**src/rtl/cpu_pkg.sv**
```systemverilog
// Shared types and constants for the RV32I pipeline: operand widths, the packed
// EX/MEM/WB control bundle and the bubble value.
package cpu_pkg;

  localparam int XLEN   = 32;
  localparam int CTRL_W = 12;

  localparam logic [4:0] REG_X0 = 5'd0;

  typedef struct packed {
    logic [3:0] alu_op;
    logic       alu_src;
    logic [2:0] br_type;
    logic       jump;
    logic       mem_write;
    logic       mem_to_reg;
    logic       wb_sel_pc;
  } ctrl_t;

  localparam ctrl_t CTRL_BUBBLE = '0;

  // Event counter that sticks at all-ones instead of wrapping.
  function automatic logic [31:0] sat_inc(input logic [31:0] v);
    return (v == 32'hFFFF_FFFF) ? v : v + 32'd1;
  endfunction

endpackage

```
**src/rtl/id_exe_stage_if.sv**
```systemverilog
// ID-to-EX boundary bundle: decoded operands/control in, registered EX view and
// the IF/ID hold request out. The stage uses 'slave'; the ID/EX neighbours use 'master'.
interface id_exe_stage_if;
  import cpu_pkg::*;

  logic              id_valid;
  logic [XLEN-1:0]   id_pc;
  logic [4:0]        id_rs1_addr;
  logic [4:0]        id_rs2_addr;
  logic              id_rs1_used;
  logic              id_rs2_used;
  logic [4:0]        id_rd_addr;
  logic [XLEN-1:0]   id_rs1_data;
  logic [XLEN-1:0]   id_rs2_data;
  logic [XLEN-1:0]   id_imm;
  ctrl_t             id_ctrl;
  logic              id_RegWrite;
  logic              id_MemRead;
  logic              mem_stall;
  logic              exe_flush;

  logic              ifid_hold;
  logic              EXE_valid;
  logic [XLEN-1:0]   EXE_pc;
  logic [4:0]        EXE_rs1_addr;
  logic [4:0]        EXE_rs2_addr;
  logic [4:0]        EXE_rd_addr;
  logic [XLEN-1:0]   EXE_rs1_data;
  logic [XLEN-1:0]   EXE_rs2_data;
  logic [XLEN-1:0]   EXE_imm;
  ctrl_t             EXE_ctrl;
  logic              EXE_RegWrite;
  logic              EXE_MemRead;

  modport master (
    output id_valid, id_pc, id_rs1_addr, id_rs2_addr, id_rs1_used, id_rs2_used,
           id_rd_addr, id_rs1_data, id_rs2_data, id_imm, id_ctrl, id_RegWrite,
           id_MemRead, mem_stall, exe_flush,
    input  ifid_hold, EXE_valid, EXE_pc, EXE_rs1_addr, EXE_rs2_addr, EXE_rd_addr,
           EXE_rs1_data, EXE_rs2_data, EXE_imm, EXE_ctrl, EXE_RegWrite, EXE_MemRead
  );

  modport slave (
    input  id_valid, id_pc, id_rs1_addr, id_rs2_addr, id_rs1_used, id_rs2_used,
           id_rd_addr, id_rs1_data, id_rs2_data, id_imm, id_ctrl, id_RegWrite,
           id_MemRead, mem_stall, exe_flush,
    output ifid_hold, EXE_valid, EXE_pc, EXE_rs1_addr, EXE_rs2_addr, EXE_rd_addr,
           EXE_rs1_data, EXE_rs2_data, EXE_imm, EXE_ctrl, EXE_RegWrite, EXE_MemRead
  );

endinterface

```
**src/rtl/hazard_detect.sv**
```systemverilog
// Load-use hazard detector: a load in EX whose rd feeds a source the ID
// instruction actually reads. Purely combinational.
module hazard_detect
  import cpu_pkg::*;
(
  input  logic       i_exe_valid,
  input  logic       i_exe_mem_read,
  input  logic [4:0] i_exe_rd_addr,
  input  logic       i_id_valid,
  input  logic [4:0] i_id_rs1_addr,
  input  logic [4:0] i_id_rs2_addr,
  input  logic       i_id_rs1_used,
  input  logic       i_id_rs2_used,
  output logic       o_hazard
);

  logic w_rs1_match;
  logic w_rs2_match;
  logic w_load_in_ex;

  assign w_load_in_ex = i_exe_valid & i_exe_mem_read & (i_exe_rd_addr != REG_X0);
  assign w_rs1_match  = i_id_rs1_used & (i_id_rs1_addr == i_exe_rd_addr);
  assign w_rs2_match  = i_id_rs2_used & (i_id_rs2_addr == i_exe_rd_addr);
  assign o_hazard     = w_load_in_ex & i_id_valid & (w_rs1_match | w_rs2_match);

endmodule

```
**src/rtl/id_exe_stage.sv**
```systemverilog
// ID/EX pipeline register with load-use bubble insertion, flush and memory hold.
// Optional macro HAZ_PERF_EN adds saturating bubble/flush/stall counters.
module id_exe_stage
  import cpu_pkg::*;
(
  input  logic                 clk,
  input  logic                 rst_n,
  id_exe_stage_if.slave        bus
`ifdef HAZ_PERF_EN
  ,
  output logic [31:0]          perf_lu_bubbles,
  output logic [31:0]          perf_flushes,
  output logic [31:0]          perf_stall_cycles
`endif
);

  logic            w_hazard;
  logic            r_valid;
  logic [XLEN-1:0] r_pc;
  logic [4:0]      r_rs1_addr;
  logic [4:0]      r_rs2_addr;
  logic [4:0]      r_rd_addr;
  logic [XLEN-1:0] r_rs1_data;
  logic [XLEN-1:0] r_rs2_data;
  logic [XLEN-1:0] r_imm;
  ctrl_t           r_ctrl;
  logic            r_regwrite;
  logic            r_memread;

  hazard_detect u_hazard_detect (
    .i_exe_valid    (r_valid),
    .i_exe_mem_read (r_memread),
    .i_exe_rd_addr  (r_rd_addr),
    .i_id_valid     (bus.id_valid),
    .i_id_rs1_addr  (bus.id_rs1_addr),
    .i_id_rs2_addr  (bus.id_rs2_addr),
    .i_id_rs1_used  (bus.id_rs1_used),
    .i_id_rs2_used  (bus.id_rs2_used),
    .o_hazard       (w_hazard)
  );

  // A flushed ID instruction is squashed upstream, so it must not be held.
  assign bus.ifid_hold = w_hazard & ~bus.exe_flush & ~bus.mem_stall;

  always_ff @(posedge clk or negedge rst_n) begin
    if (!rst_n) begin
      r_valid    <= 1'b0;
      r_pc       <= '0;
      r_rs1_addr <= REG_X0;
      r_rs2_addr <= REG_X0;
      r_rd_addr  <= REG_X0;
      r_rs1_data <= '0;
      r_rs2_data <= '0;
      r_imm      <= '0;
      r_ctrl     <= CTRL_BUBBLE;
      r_regwrite <= 1'b0;
      r_memread  <= 1'b0;
    end else if (!bus.mem_stall) begin
      if (bus.exe_flush || w_hazard) begin
        r_valid    <= 1'b0;
        r_pc       <= '0;
        r_rs1_addr <= REG_X0;
        r_rs2_addr <= REG_X0;
        r_rd_addr  <= REG_X0;
        r_rs1_data <= '0;
        r_rs2_data <= '0;
        r_imm      <= '0;
        r_ctrl     <= CTRL_BUBBLE;
        r_regwrite <= 1'b0;
        r_memread  <= 1'b0;
      end else begin
        r_valid    <= bus.id_valid;
        r_pc       <= bus.id_pc;
        r_rs1_addr <= bus.id_rs1_addr;
        r_rs2_addr <= bus.id_rs2_addr;
        r_rd_addr  <= bus.id_rd_addr;
        r_rs1_data <= bus.id_rs1_data;
        r_rs2_data <= bus.id_rs2_data;
        r_imm      <= bus.id_imm;
        r_ctrl     <= bus.id_ctrl;
        r_regwrite <= bus.id_RegWrite & bus.id_valid & (bus.id_rd_addr != REG_X0);
        r_memread  <= bus.id_MemRead;
      end
    end
  end

  assign bus.EXE_valid    = r_valid;
  assign bus.EXE_pc       = r_pc;
  assign bus.EXE_rs1_addr = r_rs1_addr;
  assign bus.EXE_rs2_addr = r_rs2_addr;
  assign bus.EXE_rd_addr  = r_rd_addr;
  assign bus.EXE_rs1_data = r_rs1_data;
  assign bus.EXE_rs2_data = r_rs2_data;
  assign bus.EXE_imm      = r_imm;
  assign bus.EXE_ctrl     = r_ctrl;
  assign bus.EXE_RegWrite = r_regwrite;
  assign bus.EXE_MemRead  = r_memread;

`ifdef HAZ_PERF_EN
  logic [31:0] r_perf_lu;
  logic [31:0] r_perf_flush;
  logic [31:0] r_perf_stall;

  always_ff @(posedge clk or negedge rst_n) begin
    if (!rst_n) begin
      r_perf_lu    <= '0;
      r_perf_flush <= '0;
      r_perf_stall <= '0;
    end else if (bus.mem_stall) begin
      r_perf_stall <= sat_inc(r_perf_stall);
    end else if (bus.exe_flush) begin
      r_perf_flush <= sat_inc(r_perf_flush);
    end else if (w_hazard) begin
      r_perf_lu    <= sat_inc(r_perf_lu);
    end
  end

  assign perf_lu_bubbles   = r_perf_lu;
  assign perf_flushes      = r_perf_flush;
  assign perf_stall_cycles = r_perf_stall;
`endif

endmodule

```
**src/flat_wrapper.sv**
```systemverilog
// flat-port wrapper written by rule: the top's interface ports become plain ports
module id_exe_stage_flat import cpu_pkg::*;
  (clk, rst_n, bus_id_valid, bus_id_pc, bus_id_rs1_addr, bus_id_rs2_addr, bus_id_rs1_used, bus_id_rs2_used, bus_id_rd_addr, bus_id_rs1_data, bus_id_rs2_data, bus_id_imm, bus_id_ctrl, bus_id_RegWrite, bus_id_MemRead, bus_mem_stall, bus_exe_flush, bus_ifid_hold, bus_EXE_valid, bus_EXE_pc, bus_EXE_rs1_addr, bus_EXE_rs2_addr, bus_EXE_rd_addr, bus_EXE_rs1_data, bus_EXE_rs2_data, bus_EXE_imm, bus_EXE_ctrl, bus_EXE_RegWrite, bus_EXE_MemRead);
  id_exe_stage_if bus_i ();
  input  logic clk;
  input  logic rst_n;
  input wire logic [$bits(bus_i.id_valid)-1:0] bus_id_valid;
  input wire logic [$bits(bus_i.id_pc)-1:0] bus_id_pc;
  input wire logic [$bits(bus_i.id_rs1_addr)-1:0] bus_id_rs1_addr;
  input wire logic [$bits(bus_i.id_rs2_addr)-1:0] bus_id_rs2_addr;
  input wire logic [$bits(bus_i.id_rs1_used)-1:0] bus_id_rs1_used;
  input wire logic [$bits(bus_i.id_rs2_used)-1:0] bus_id_rs2_used;
  input wire logic [$bits(bus_i.id_rd_addr)-1:0] bus_id_rd_addr;
  input wire logic [$bits(bus_i.id_rs1_data)-1:0] bus_id_rs1_data;
  input wire logic [$bits(bus_i.id_rs2_data)-1:0] bus_id_rs2_data;
  input wire logic [$bits(bus_i.id_imm)-1:0] bus_id_imm;
  input wire logic [$bits(bus_i.id_ctrl)-1:0] bus_id_ctrl;
  input wire logic [$bits(bus_i.id_RegWrite)-1:0] bus_id_RegWrite;
  input wire logic [$bits(bus_i.id_MemRead)-1:0] bus_id_MemRead;
  input wire logic [$bits(bus_i.mem_stall)-1:0] bus_mem_stall;
  input wire logic [$bits(bus_i.exe_flush)-1:0] bus_exe_flush;
  output wire logic [$bits(bus_i.ifid_hold)-1:0] bus_ifid_hold;
  output wire logic [$bits(bus_i.EXE_valid)-1:0] bus_EXE_valid;
  output wire logic [$bits(bus_i.EXE_pc)-1:0] bus_EXE_pc;
  output wire logic [$bits(bus_i.EXE_rs1_addr)-1:0] bus_EXE_rs1_addr;
  output wire logic [$bits(bus_i.EXE_rs2_addr)-1:0] bus_EXE_rs2_addr;
  output wire logic [$bits(bus_i.EXE_rd_addr)-1:0] bus_EXE_rd_addr;
  output wire logic [$bits(bus_i.EXE_rs1_data)-1:0] bus_EXE_rs1_data;
  output wire logic [$bits(bus_i.EXE_rs2_data)-1:0] bus_EXE_rs2_data;
  output wire logic [$bits(bus_i.EXE_imm)-1:0] bus_EXE_imm;
  output wire logic [$bits(bus_i.EXE_ctrl)-1:0] bus_EXE_ctrl;
  output wire logic [$bits(bus_i.EXE_RegWrite)-1:0] bus_EXE_RegWrite;
  output wire logic [$bits(bus_i.EXE_MemRead)-1:0] bus_EXE_MemRead;
  assign bus_i.id_valid = bus_id_valid;
  assign bus_i.id_pc = bus_id_pc;
  assign bus_i.id_rs1_addr = bus_id_rs1_addr;
  assign bus_i.id_rs2_addr = bus_id_rs2_addr;
  assign bus_i.id_rs1_used = bus_id_rs1_used;
  assign bus_i.id_rs2_used = bus_id_rs2_used;
  assign bus_i.id_rd_addr = bus_id_rd_addr;
  assign bus_i.id_rs1_data = bus_id_rs1_data;
  assign bus_i.id_rs2_data = bus_id_rs2_data;
  assign bus_i.id_imm = bus_id_imm;
  assign bus_i.id_ctrl = bus_id_ctrl;
  assign bus_i.id_RegWrite = bus_id_RegWrite;
  assign bus_i.id_MemRead = bus_id_MemRead;
  assign bus_i.mem_stall = bus_mem_stall;
  assign bus_i.exe_flush = bus_exe_flush;
  assign bus_ifid_hold = bus_i.ifid_hold;
  assign bus_EXE_valid = bus_i.EXE_valid;
  assign bus_EXE_pc = bus_i.EXE_pc;
  assign bus_EXE_rs1_addr = bus_i.EXE_rs1_addr;
  assign bus_EXE_rs2_addr = bus_i.EXE_rs2_addr;
  assign bus_EXE_rd_addr = bus_i.EXE_rd_addr;
  assign bus_EXE_rs1_data = bus_i.EXE_rs1_data;
  assign bus_EXE_rs2_data = bus_i.EXE_rs2_data;
  assign bus_EXE_imm = bus_i.EXE_imm;
  assign bus_EXE_ctrl = bus_i.EXE_ctrl;
  assign bus_EXE_RegWrite = bus_i.EXE_RegWrite;
  assign bus_EXE_MemRead = bus_i.EXE_MemRead;
  id_exe_stage u_core (.clk(clk), .rst_n(rst_n), .bus(bus_i));
endmodule
```
**config.mk**
```make
export PLATFORM = sky130hd
export DESIGN_NAME = id_exe_stage_flat
export DESIGN_NICKNAME = d
export VERILOG_FILES = /design/src/rtl/cpu_pkg.sv /design/src/rtl/id_exe_stage_if.sv /design/src/rtl/hazard_detect.sv /design/src/rtl/id_exe_stage.sv /design/src/flat_wrapper.sv
export SDC_FILE = /design/constraint.sdc
export NUM_CORES = 1
export LEC_CHECK = 0
export CAP_MARGIN = 0
export CORE_MARGIN = 2
export CORE_UTILIZATION = 25
export CTS_CLUSTER_DIAMETER = 150
export DETAILED_ROUTE_END_ITERATION = 10
export PLACE_DENSITY = 0.57
export SYNTH_ARGS = -nofsm -noshare
export SYNTH_HDL_FRONTEND = slang
export SYNTH_SLANG_ARGS = --single-unit
```
**constraint.sdc**
```tcl
create_clock -name clk -period 6.3 [get_ports clk]
set_input_delay 1.26 -clock clk [delete_from_list [all_inputs] [get_ports clk]]
set_output_delay 1.26 -clock clk [all_outputs]
set_load 0.005 [all_outputs]
```
Figure 1. Routing congestion (run 1).
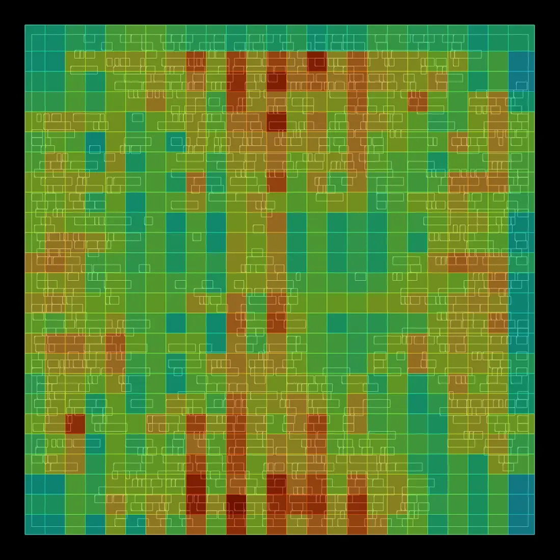
total track usage: 17.0%
routed len/inst: 19.0 µm
grt met2 use: 26.8%
post-route core utilization: 39.5%

Figure 2. Routed metal, one color a layer (run 1).
Drawn at 2 px/µm. Two of the layers only.
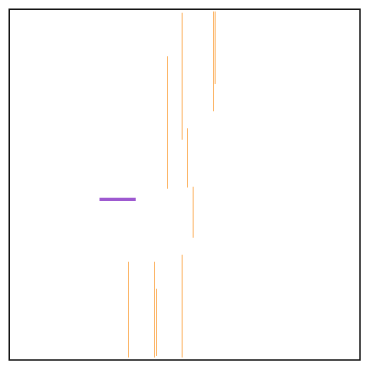
Orange is metal 4, wire length 449 µm. Purple is metal 5, wire length 16.6 µm.
vias: 7072
wirelength, routed: 26800 µm

==> results_dict.tcl, run 1 <==
# collected from the flow reports
set metrics [dict create \
    status "finished, violations left" \
    violations "slew limit" \
    drc_errors 0 \
    netlist_instances 742 \
    critical_path.top_delay_family "buffers and inverters" \
    slew_viol_final 74 \
    cts_buffer_depth 2 \
    wl_met2_um 12800 \
    yosysSeqAreaShare_pct 54.3 \
    power_density_mw_per_mm2 264 \
    r2r_cells 6 \
    buf_share_pct 29.2 \
    ir_drop_uv 138 \
    clk_latency_ns 0.42 \
    startpoint "bus_id_rs1_addr[3]" \
    place_ws_ns 1.83 \
    rsz0062_at_grt "false" \
    fin_setup_tns_ns 0 \
    holdBufCountCts 0 \
    comb_share_pct 26.2 \
    layout_setup_ws_ns 1.92 \
    p_comb_share_pct 22.9 \
    path_max_fanout 3 \
    crit_buf_inv 2 \
    die-area_mm2 0.0305 \
    clock.fmax_mhz 228 \
    relSlewSlack_pct -4.01 \
    top_cell "nand2_1" \
    seq_share_pct 34.9 \
    mostFrequentLayoutCell "clkdlybuf4s50_1" \
    overflow 0 \
    clock_skew_ns 0.0135 \
    nFlopsAndLatches 158 \
    whs_ns 0.497 \
    cts_tree "yes" \
    min_path_cells 2 \
    num_rows 62 \
    fp_util_pct 25.3 \
    cp-start-kind "input pin" \
    grt_pass1_wl_um 41300 \
    r2r_end "u_core.bus.EXE_rs1_data[30]" \
    drive_gt1_share_pct 4.51 \
    comb_area_mm2 0.00297 \
    vias_per_cell 5.03 \
    dr_wl_met3_um 1760 \
    ys_cells 742 \
    cts.sinks 158 \
    pin_count 323 \
    ys_seq_elements 158 \
    crit_top_cell "clkdlybuf4s50_1" \
    cts_resized 0 \
    die_height_um 175 \
    gp_congestion 0.741 \
    p_total_mw 2.99 \
    slowest_delay_ns 0.59 \
    timing.max_cap.violations 0 \
    grtUsageMet3_pct 4.53 \
    reg2reg_from "u_core.bus.EXE_rd_addr[0]" \
    topCellsByArea "dfrtp_1 (54%), a32oi_1 (19%), nand2_1 (8.2%), o21ai_1 (7.4%), clkbuf_1 (3.7%)" \
    syn_avg_cell_area_um2 9.81 \
    num-nets-final 1171 \
    ys_area_mm2 0.00728 \
    clk_pin_slew_ns 0.07 \
    swShare_pct 27.9 \
    hold_start "u_core.bus.EXE_imm[26]" \
    area_growth_pct 55.7 \
    cp.depth 6 \
    buffers 332 \
    antenna_found_initial 4 \
    highest_layer "met5" \
    seq_power_share_pct 40.7 \
    common_cells "nand2_1 (159), dfrtp_1 (158), a32oi_1 (157), o21ai_1 (108), clkbuf_1 (71)" \
    synthFlopType "dfrtp_1" \
    dr.pass1.iters 5 \
    tool_warnings 29 \
    clkbuf_count 20 \
    grt_busiest_layer "met2" \
    core_mm2 0.0287 \
    p_int_mw 2.16 \
    drt_iter0_markers 604 \
    grt_start_max_net_pins 277 \
    holdPathEnd "u_core.bus.EXE_imm[26]" \
    leakagePower_nw 4.22 \
    arrival_ns 3.12 \
    worstPathCellList "clkdlybuf4s50_1 > xnor2_1 > nand4_1 > o22ai_4 > and3b_1 > clkdlybuf4s50_1" \
    final-hold-violation-count 0 \
    inverters 0 \
    final-clk-cell-share_pct 5.37 \
    final_antenna_net_count 0 \
    n_fill_cell 2812 \
    synthArstFlopShare_pct 100 \
    final_layout_top_logic_cells "clkdlybuf4s50_1 (320), nand2_1 (159), dfrtp_1 (158)" \
    syn-num-nets 906 \
    post-route-period-util_pct 69.6 \
    yosysTopAreaCellShare_pct 54.3 \
    min_path_type "flop to flop" \
    path_class "input pin to primary output" \
    numCtsBuffers 17 \
    ff_latch_area_mm2 0.00395 \
    syn_area_mm2 0.00728 \
    r2r_setup_slack_ns 2.96 \
    dpl.hpwl_um 16500 \
    comb_cells 498 \
    tightest_slew_ns 1.56 \
    cts_max_level 4 \
    cp_slowest_cell "clkdlybuf4s50_1" \
    post_cts_buffers 0 \
    grt_pass1_vias 6801 \
    well_tap_count 384 \
    cp-endpoint "bus_ifid_hold" \
    io_buffer_count 322 \
    switching_power_uw 832 \
    yosys_warnings 0 \
    synth_cell_type_count 22 \
    root_buffer "clkbuf_16" \
    wl_met1_um 11700 \
    synth.largest_area_cell "dfrtp_1" \
    die-width_um 175 \
    top_area_cell_class "sequential cells" \
    clkPwrFrac_pct 36.4 \
    crit_required_ns 5.04 \
    antenna_cells 3 \
    endpoint_kind "primary output" \
    met1_usage_pct 23.1 \
    layout_min_cycle_time_ns 4.38 \
    setup_viol 0 \
    enable_flop_cells 0 \
]
Figure 3. Selected gate families (run 1).
Drawn at 3 px/µm.
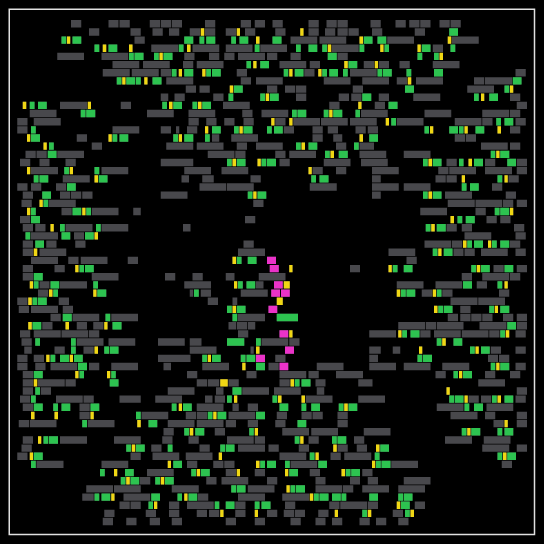
Magenta is xor and xnor cells, cells 10, most used xnor2_1, where center. Yellow is nand cells, cells 162, most used nand2_1, where spread over the die. Green is aoi and oai cells, cells 318, most used a32oi_1, where spread over the die.

-- run 1: logic make-up after synthesis --
group | Yosys count | share of synthesized area, %
mux | 1 | 0.138
xor+xnor | 10 | 1.20
buf+inv | 86 | 5.18
compound gates | 318 | 30.1
simple gates | 169 | 9.01
flops | 158 | 54.3
-- run 1: power by group through the flow --
stage | logic, mW | clock network [mW] | registers (mW)
after floorplan | 0.213 | 0 | 1.24
after global placement | 0.686 | 0 | 1.23
after detailed placement | 0.693 | 0 | 1.23
after CTS | 0.694 | 1.12 | 1.22
after global routing | 0.742 | 1.16 | 1.23
final | 0.684 | 1.09 | 1.22
-- run 1: per-stage QoR --
stage                     area [µm²]  std cells
after floorplan                 7280        742
after detailed placement       10700       1372
after global placement         10700       1372
after global routing           11300       1406
after CTS                      11300       1404
final                          11300       1407
Figure 4. Met1 routing (run 1).
Drawn at 2 px/µm. Supply wires on this layer in gray.
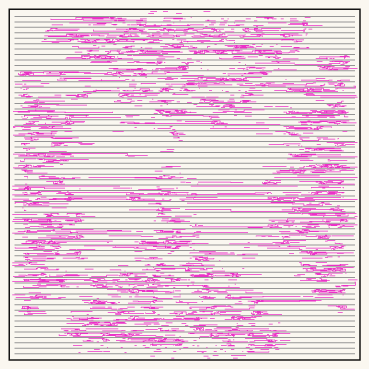

==> run 1 -> run 2 <==
--- a/config.mk
+++ b/config.mk
@@ -10,7 +10,7 @@
 export CORE_UTILIZATION = 25
 export CTS_CLUSTER_DIAMETER = 150
 export DETAILED_ROUTE_END_ITERATION = 10
-export PLACE_DENSITY = 0.57
+export PLACE_DENSITY = 0.58
 export SYNTH_ARGS = -nofsm -noshare
 export SYNTH_HDL_FRONTEND = slang
 export SYNTH_SLANG_ARGS = --single-unit
==> constraint.sdc (replaced) <==
create_clock -name clk -period 3.7 [get_ports clk]
set_input_delay 0.74 -clock clk [delete_from_list [all_inputs] [get_ports clk]]
set_output_delay 0.74 -clock clk [all_outputs]
set_load 0.005 [all_outputs]
Figure 5. Met1 routing (run 2).
Drawn at 2 px/µm. Supply wires on this layer in gray.
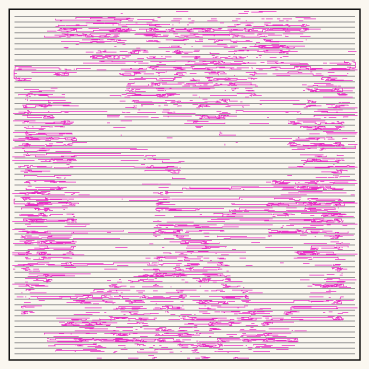
The layer holds 44% of the routed length. The longest straight run is 73.6 µm. 1025 nets have wire on it. The wires run mostly horizontal.
wirelength, routed: 26500 µm
met1 GRT Util: 22.6%
vias: 7129

Figure 6. Routing congestion (run 2).
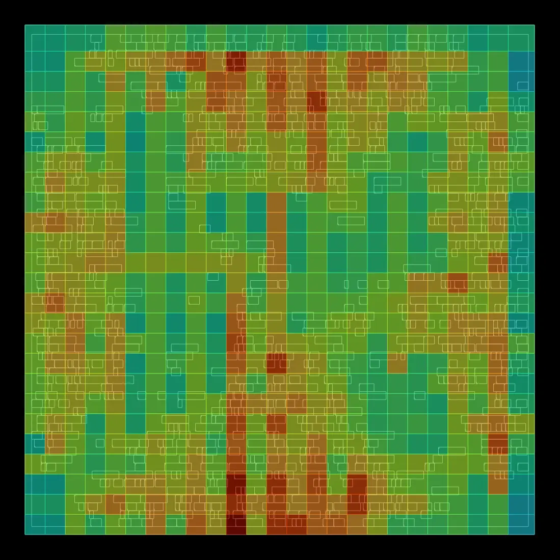
grt met2 use: 25.9%
Top Usage Layer GRT: met2

Figure 7. A small window of the routed layout (run 2).
Region (72, 107) to (102, 137) µm. Cells in gray, sequential cells in the stronger gray; small squares are vias.
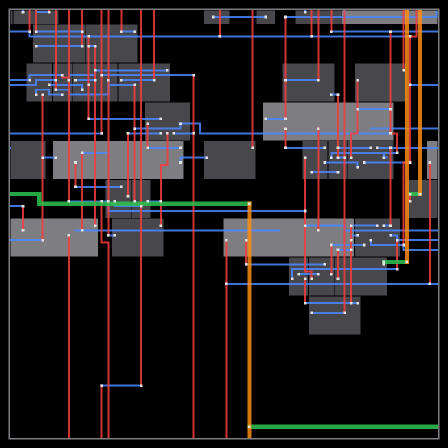
Green is metal 3. Red is metal 2. Orange is metal 4. Blue is metal 1.
Netlist names of flops here include u_core.bus.EXE_rs1_data (3), u_core.bus.EXE_rs2_data (1). 26 logic cells have their middle in the window. Sequential cells in the window: 4. Most frequent: clkdlybuf4s50_1 (10).

==> results_dict.tcl, run 2 <==
# collected from the flow reports
set metrics [dict create \
    status "finished, final reports clean" \
    swShare_pct 28.7 \
    ys_sh_simple_pct 9.01 \
    setup_viol 0 \
    final-hold-violation-count 0 \
    drive_gt1_share_pct 4.51 \
    ff_latch_area_mm2 0.00395 \
    comb_share_pct 26.3 \
    final_antenna_net_count 0 \
    highest_layer "met5" \
    ys_area_mm2 0.00728 \
    clkbuf_count 19 \
    well_tap_count 384 \
    yosysTopAreaCellShare_pct 54.3 \
    comb_area_mm2 0.00297 \
    antenna_found_initial 4 \
    fa_ha_area_share_pct 0 \
    drt_iter0_markers 554 \
    arrival_ns 2.66 \
    slowest_delay_ns 0.59 \
    mostFrequentLayoutCell "clkdlybuf4s50_1" \
    wl_met1_um 11700 \
    tightest_slew_ns 1.04 \
    clk_latency_ns 0.42 \
    whs_ns 0.301 \
    cts_tree "yes" \
    post-route-period-util_pct 91.9 \
    die_height_um 175 \
    cp_slowest_cell "clkdlybuf4s50_1" \
    gr-usage-all-layers_pct 16.7 \
    seq_power_share_pct 42.0 \
    vias_per_cell 5.07 \
    grt_pass1_vias 6814 \
    r2r_setup_slack_ns 1.34 \
    crit_required_ns 2.96 \
    synthFlopType "dfrtp_1" \
    root_buffer "clkbuf_16" \
    enable_flop_cells 0 \
    cts_max_level 4 \
    die-width_um 175 \
    yosys_warnings 0 \
    numCtsBuffers 17 \
    topCellsByArea "dfrtp_1 (54%), a32oi_1 (19%), nand2_1 (8.2%), o21ai_1 (7.4%), clkbuf_1 (3.7%)" \
    dr_wl_met3_um 1660 \
    cts_buffer_depth 2 \
    core_mm2 0.0287 \
    nFlopsAndLatches 158 \
    p_comb_share_pct 23.7 \
    reg2reg_from "u_core.bus.EXE_rd_addr[0]" \
    grt_pass1_wl_um 40700 \
    critical_path.top_delay_family "buffers and inverters" \
    syn_area_mm2 0.00728 \
    inverters 0 \
    rsz0062_at_grt "false" \
    fin_setup_tns_ns 0 \
    p_total_mw 4.92 \
    overflow 0 \
    dr.pass1.iters 5 \
    ys_seq_elements 158 \
    path_max_fanout 3 \
    post_cts_buffers 0 \
    num_rows 62 \
    leakagePower_nw 4.20 \
    io_buffer_count 322 \
    p_int_mw 3.51 \
    top_cell "nand2_1" \
    slew_viol_final 0 \
    synth.largest_area_cell "dfrtp_1" \
    drc_errors 0 \
    ys_cells 742 \
    detail_route.wl_per_cell_um 18.8 \
    layout_min_cycle_time_ns 3.40 \
    netlist_instances 742 \
    n_fill_cell 2836 \
    grt_start_max_net_pins 167 \
    cts.sinks 158 \
    clock_skew_ns 0.00932 \
    comb_cells 498 \
    buf_share_pct 29.6 \
    seq_share_pct 35.0 \
    r2r_cells 5 \
    stdcell_count 1407 \
    yosys.area_share.aoi_pct 30.1 \
    clkPwrFrac_pct 34.2 \
    min_path_type "input pin to asynchronous set/reset pin" \
    ir_drop_uv 190 \
    grtUsageMet3_pct 4.48 \
    logic_family "AND-OR/OR-AND gates" \
    timing.max_cap.violations 0 \
    startpoint "bus_id_rs1_addr[4]" \
    path_class "input pin to primary output" \
    yosys.area_share.xor_xnor_pct 1.20 \
    dpl.hpwl_um 16200 \
    pin_count 323 \
    holdBufCountCts 0 \
    final_cell_area_mm2 0.0113 \
    endpoint_kind "primary output" \
    place_area_mm2 0.0107 \
    dp.cells 1372 \
    muxShareOfSynthArea_pct 0.138 \
    worstPathCellList "clkdlybuf4s50_1 > xnor2_1 > nand4_1 > o22ai_4 > and3b_1 > clkdlybuf4s50_1" \
    fp_util_pct 25.3 \
    crit_buf_inv 2 \
    relSlewSlack_pct 30.7 \
    crit_top_cell "clkdlybuf4s50_1" \
    r2r_end "u_core.bus.EXE_rs1_data[15]" \
    num-nets-final 1171 \
    power_density_mw_per_mm2 436 \
    common_cells "nand2_1 (159), dfrtp_1 (158), a32oi_1 (157), o21ai_1 (108), clkbuf_1 (71)" \
]
## run 2: cell counts after synthesis
Identical to the previous run, type by type.
## run 2: power by group through the flow
stage	Clock [mW]	Combinational [mW]	Sequential, mW
global route	1.82	1.26	2.10
floorplan	0	0.363	2.11
global placement	0	1.17	2.09
finish	1.69	1.17	2.07
CTS	1.77	1.18	2.07
detailed placement	0	1.18	2.09
## run 2: worst max path at each step
stage | depth (start not counted) | end
2_1_floorplan | 5 | bus_ifid_hold
3_3_place_gp | 6 | bus_ifid_hold
3_5_place_dp | 6 | bus_ifid_hold
4_1_cts | 6 | bus_ifid_hold
5_1_grt | 6 | bus_ifid_hold
6_report | 6 | bus_ifid_hold
Figure 8. Routed metal, one color a layer (run 2).
Drawn at 2 px/µm. Two of the layers only.
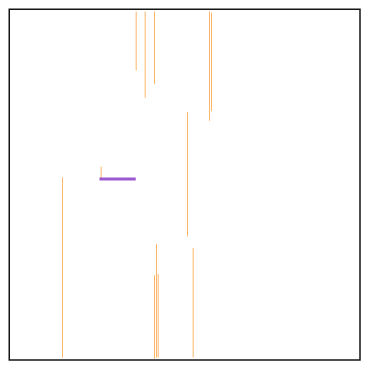

==> run 2 -> run 3 <==
--- a/config.mk
+++ b/config.mk
@@ -7,10 +7,10 @@
 export LEC_CHECK = 0
 export CAP_MARGIN = 0
 export CORE_MARGIN = 2
-export CORE_UTILIZATION = 25
+export CORE_UTILIZATION = 30
 export CTS_CLUSTER_DIAMETER = 150
 export DETAILED_ROUTE_END_ITERATION = 10
-export PLACE_DENSITY = 0.58
+export PLACE_DENSITY = 0.67
 export SYNTH_ARGS = -nofsm -noshare
 export SYNTH_HDL_FRONTEND = slang
 export SYNTH_SLANG_ARGS = --single-unit
Figure 9. Routed metal, one color a layer (run 3).
Drawn at 2 px/µm. Two of the layers only.
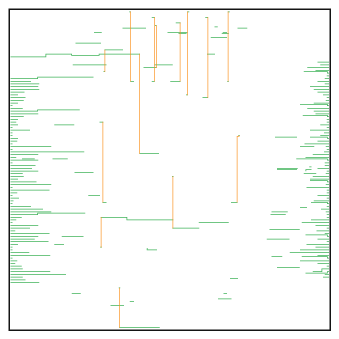
Green is metal 3, wire length 1680 µm. Orange is metal 4, wire length 429 µm.

Figure 10. Met1 routing (run 3).
Drawn at 2 px/µm. Supply wires on this layer in gray.
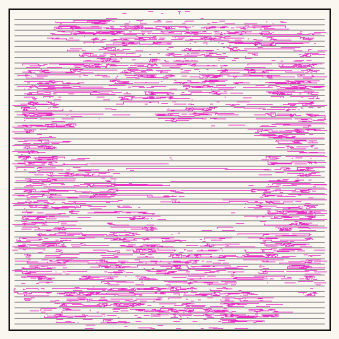
The layer holds 44% of the routed length. The longest straight run is 63.9 µm. The wires run mostly horizontal.
vias: 7174
met1 GRT Util: 26.4%

==> results_dict.tcl, run 3 <==
# collected from the flow reports
set metrics [dict create \
    final_layout_top_logic_cells "clkdlybuf4s50_1 (320), nand2_1 (159), dfrtp_1 (158)" \
    ff_latch_area_mm2 0.00395 \
    cp-endpoint "bus_ifid_hold" \
    final_cell_area_mm2 0.0113 \
    ys_seq_elements 158 \
    clock_skew_ns 0.0125 \
    place_area_mm2 0.0107 \
    pin_count 323 \
    fp_util_pct 30.8 \
    grt_start_max_net_pins 189 \
    num-nets-final 1169 \
    synth_cell_type_count 22 \
    r2r_end "u_core.bus.EXE_rs1_data[26]" \
    grt_pass1_vias 6912 \
    gp_congestion 0.762 \
    tightest_slew_ns 0.988 \
    grt_pass1_wl_um 40500 \
    layout_setup_ws_ns 0.242 \
    comb_share_pct 26.3 \
    detail_route.wl_per_cell_um 19.2 \
    final_antenna_net_count 0 \
    rsz0062_at_grt "false" \
    netlist_instances 742 \
    antenna_cells 0 \
    seq_share_pct 35.1 \
    core_mm2 0.0236 \
    final_util_pct 47.7 \
    drive_gt1_share_pct 4.42 \
    p_total_mw 5.09 \
    common_cells "nand2_1 (159), dfrtp_1 (158), a32oi_1 (157), o21ai_1 (108), clkbuf_1 (71)" \
    setup_viol 0 \
    leakagePower_nw 4.24 \
    holdBufCountCts 0 \
    power_leader "registers" \
    num_rows 56 \
    cts.sinks 158 \
    r2r_setup_slack_ns 1.27 \
    cts_tree "yes" \
    power_density_mw_per_mm2 451 \
    nFlopsAndLatches 158 \
    arrival_ns 2.72 \
    yosysSeqAreaShare_pct 54.3 \
    well_tap_count 319 \
    status "finished, final reports clean" \
    syn_avg_cell_area_um2 9.81 \
    r2r_cells 5 \
    cts_max_level 4 \
    whs_ns 0.333 \
    enable_flop_cells 0 \
    tool_warnings 34 \
    final-hold-violation-count 0 \
    buffers 330 \
    ys_area_mm2 0.00728 \
    top_cell "nand2_1" \
    clkPwrFrac_pct 36.3 \
    antenna_found_initial 0 \
    path_max_fanout 3 \
    dpl.hpwl_um 15700 \
    synthArstFlopShare_pct 100 \
    die_height_um 160 \
    slew_viol_final 0 \
    synthFlopType "dfrtp_1" \
    buf_share_pct 29.7 \
    reg2reg_from "u_core.bus.EXE_rd_addr[1]" \
    synth.largest_area_cell "dfrtp_1" \
    swShare_pct 28.0 \
    numCtsBuffers 17 \
    relSlewSlack_pct 34.1 \
    topCellsByArea "dfrtp_1 (54%), a32oi_1 (19%), nand2_1 (8.2%), o21ai_1 (7.4%), clkbuf_1 (3.7%)" \
    comb_cells 498 \
    syn_area_mm2 0.00728 \
    cts_resized 0 \
    overflow 0 \
    drt_iter0_markers 618 \
    timing.max_cap.violations 0 \
    powerComb_mw 1.16 \
    area_growth_pct 55.0 \
    endpoint_kind "primary output" \
    clk_pin_slew_ns 0.07 \
    yosys_warnings 0 \
    p_comb_share_pct 22.9 \
    final-clk-cell-share_pct 5.40 \
    ys_cells 742 \
    dp.cells 1305 \
    vias_per_cell 5.37 \
    fin_setup_tns_ns 0 \
    dr.pass1.iters 7 \
    clkbuf_count 18 \
    seq_power_share_pct 40.8 \
    switching_power_mw 1.42 \
    clk_latency_ns 0.43 \
    gr-usage-all-layers_pct 19.7 \
    min_path_type "input pin to asynchronous set/reset pin" \
    drc_errors 0 \
    seq_power_mw 2.08 \
    clock_power_mw 1.85 \
    crit_required_ns 2.96 \
    comb_area_mm2 0.00297 \
    clock.fmax_mhz 289 \
    path_class "input pin to primary output" \
    cp-start-kind "input pin" \
    layout_min_cycle_time_ns 3.46 \
    die-area_mm2 0.0255 \
    die-width_um 160 \
    syn-num-nets 906 \
    top_area_cell_class "sequential cells" \
    io_buffer_count 322 \
    yosysTopAreaCellShare_pct 54.3 \
    wl_um 25700 \
    root_buffer "clkbuf_16" \
    post-route-period-util_pct 93.5 \
    mostFrequentLayoutCell "clkdlybuf4s50_1" \
    stdcell_count 1337 \
    startpoint "bus_id_rs1_addr[1]" \
    n_fill_cell 2165 \
    place_ws_ns 0.249 \
    inverters 0 \
    cts_buffer_depth 2 \
    ir_drop_uv 260 \
    post_cts_buffers 0 \
    p_int_mw 3.66 \
]
Figure 11. A small window of the routed layout (run 3).
Region (65, 97) to (95, 127) µm. Cells in gray, sequential cells in the stronger gray; small squares are vias.
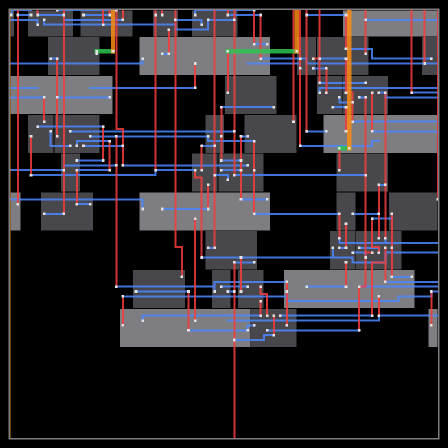
Red is metal 2. Orange is metal 4. Green is metal 3. Blue is metal 1.
Most frequent: clkdlybuf4s50_1 (10), a32oi_1 (7), dfrtp_1 (7). Sequential cells in the window: 7. 35 logic cells have their middle in the window. Netlist names of flops here include u_core.bus.EXE_rs2_data (4), u_core.bus.EXE_rs1_data (2).

-- run 3: cell counts after synthesis --
Identical to the previous run, type by type.
-- run 3: layer usage --
layer  wire length [µm]  global-route usage [%]  vias to the layer above
met2              12300                    31.0                      273
li1                   -                       -                     3342
met4                428                    6.57                        0
met5                  0                       0                        -
met3               1680                    5.04                       29
met1              11400                    26.4                     3530
-- run 3: logic make-up (layout without fill, tap and decap cells) --
group	Yosys count	in the layout	share of synthesized area (%)
xor+xnor	10	10	1.20
simple gates	169	169	9.01
buf+inv	86	362	5.18
mux	1	1	0.138
compound gates	318	318	30.1
flops	158	158	54.3
-- run 3: worst max-delay path: stages --
cell and delay (ns):
clkdlybuf4s50_1 0.59, xnor2_1 0.15, nand4_1 0.15, o22ai_4 0.25, and3b_1 0.29, clkdlybuf4s50_1 0.54
No activity file was given, so power comes from the tool's default toggle rates.
